pins.png
Pins as bars across the die edge, other pins in grey.
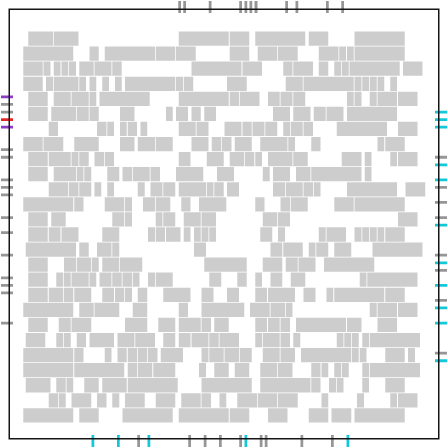
clock_map.png
The bar under the picture is 20 um long.
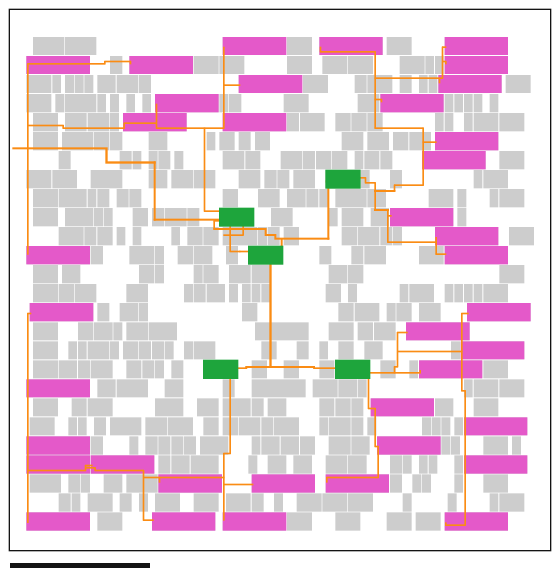
registers.png
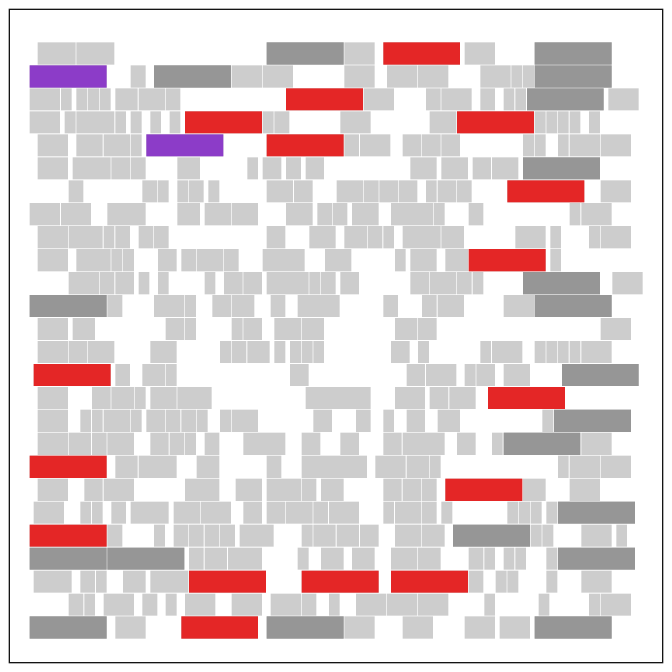
met4.png
Cells faint in the background.
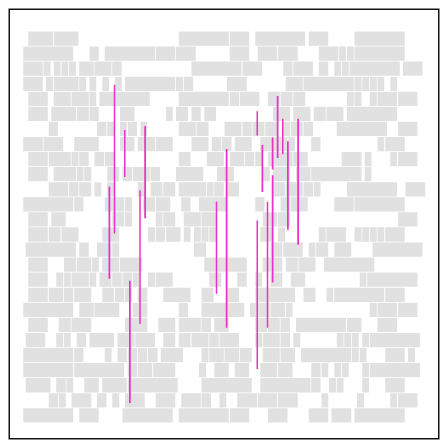
==> config.mk <==
export PLATFORM = sky130hd
export DESIGN_NAME = stopwatch_core
export DESIGN_NICKNAME = d
export VERILOG_FILES = /design/src/rtl/stopwatch_pkg.sv /design/src/rtl/stopwatch_tick_prescaler.sv /design/src/rtl/stopwatch_core.sv
export SDC_FILE = /design/constraint.sdc
export NUM_CORES = 1
export LEC_CHECK = 0
export CORE_MARGIN = 2
export CORE_UTILIZATION = 50
export DETAILED_ROUTE_END_ITERATION = 8
export GPL_TIMING_DRIVEN = 0
export HOLD_SLACK_MARGIN = 0.06
export PLACE_DENSITY = 0.83
export SYNTH_ARGS = -nofsm -noshare
export SYNTH_HDL_FRONTEND = slang
export SYNTH_SLANG_ARGS = --single-unit
==> constraint.sdc <==
create_clock -name clk -period 4.8 [get_ports clk]
set_input_delay 0.96 -clock clk [delete_from_list [all_inputs] [get_ports clk]]
set_output_delay 0.96 -clock clk [all_outputs]
set_load 0.02 [all_outputs]
==> results.toml <==
# implementation run metrics
[sta]
fmax_ghz = 0.3212
final_hold_viol_count = 0
drv_slew = 0

[hold_path]
whs_path_depth = 2

[power_and_ir_drop]
switching_share_pct = 49.36
p_switching_uw = 1102
power_density_nw_per_um2 = 646.9

[yosys]
ys.flop_type = "dfrtp_1"
ys.flops = 38
yosysChipArea_sq_um = 2681
synth-edff-count = 0
top_cell = "nand2_1"
yosys_cells = 322

[layout]
area_growth_pct = 28.74

[worst_setup_path]
worstPathRequired_ps = 5000
cp-start-kind = "input pin"
cp_slowest_cell = "nor3_1"
endpoint_kind = "register"
arrival_ps = 3310
regToRegSetupSlack_ps = 2030

[global_routing]
grt_max_degree = 39
antenna_found_initial = 0
grt_use_total_pct = 29.94

[floorplan]
io_pins = 61

[cts]
cts_setup_buffers = 0
htree_levels = 2
numCtsBuffers = 5

[job]
warning_count = 31

[status]
status = "completed"

[place]
dp_hpwl_mm = 6.391

[route]
dr.pass1.iters = 9
Notes on pins.png above:
| port | colour | pins | direction | edge |
|---|---|---|---|---|
| `clk` | red | 1 | input | left |
| `lap_value` | cyan | 16 | output | 11 right, 5 bottom |
| `state_out` | purple | 2 | output | left |
all pins by edge: 19 right, 17 left, 14 bottom, 11 top
I/O Buffers: 60
die y size: 77.23 um

Notes on clock_map.png above:
[flip-flops] magenta | count: 38
[cells driving clock nets] green | count: 5
[clock wires] orange | length: 499 um
routed clock nets: 6
flops lie: widely spread
Clk network pwr share: 9.8%
Late-Pin Clk Latency: 290 ps

Notes on registers.png above:
| signal | colour | flops |
|---|---|---|
| `state_out` | purple | 2 |
| `count` | red | 16 |
final core utilization: 67.16%
register area: 950.9 sq um
sequential cell power: 522 uW
sequential portion of the cell area: 27.55%

Notes on met4.png above:
main direction: vertical
wire length on this layer: 302 um
share of all routed wire: 3.4%
WL final: 8.862 mm
via count: 2887

[layout make-up]
class                   instances  share of cell area, %
multi-input cells             248                  45.16
flip-flops and latches         38                  27.55
repair buffers                 60                  17.40
plain buffers                  26                  3.878
well taps                      70                  2.537
clock buffers                   6                  2.392
inverters                      10                  1.087
[cells by family (layout without fill, tap and decap cells)]
family / after synthesis / after routing / share of synthesized area, %
AND/OR/NAND/NOR: 160 / 160 / 32.38
AND-OR/OR-AND: 66 / 66 / 17.27
flip-flops: 38 / 38 / 35.46
buffers and inverters: 36 / 102 / 6.393
XOR/XNOR: 11 / 11 / 3.593
adder cells (fa/ha/maj): 7 / 7 / 3.266
multiplexers: 4 / 4 / 1.633
[per-layer routing]
layer	vias up	track usage, %	part of all wire, %
met5	-	0	0
met4	0	12.32	3.4
met3	37	4.118	9.3
met2	195	49.57	47
met1	1343	39.30	40
li1	1312	-	-
[worst max-delay path, delay by kind of cell]
kind | cells | cell delay (ps)
buffers and inverters | 3 | 1210
and+or+nand+nor | 2 | 870
AOI/OAI and AO/OA | 2 | 280
[power groups by stage]
stage	combinational (uW)	sequential [uW]	clock, uW
floorplan	806	652	0
global placement	1440	522	0
detailed placement	1450	528	0
CTS	1460	522	223
global route	1590	537	234
finish	1490	522	220
[layout by cell type (no fill, tap or decap), types with 6 or more instances in the layout]
master	count
inv_1	9
nor4_1	12
nand4_1	12
xnor2_1	6
clkbuf_1	10
buf_2	7
nand3_1	13
o21ai_0	12
a21oi_1	9
clkbuf_8	6
a22oi_1	7
nor3_1	12
nor2_1	20
ha_1	7
dfrtp_1	38
nand2_1	56
clkdlybuf4s50_1	60
[per-stage QoR]
step                      setup WS (ps)  hold WS (ps)  std cells  instance area, sq um  power [uW]
after global routing               1653         513.0        458                  3452        2362
final                              1687         473.3        458                  3452        2233
after detailed placement           1516         462.4        452                  3369        1976
after CTS                          1802         479.7        458                  3452        2201
after floorplan                    2633         581.5        322                  2681        1458
after global placement             1499         458.0        452                  3369        1961
Power is estimated from default activity; no workload was simulated.
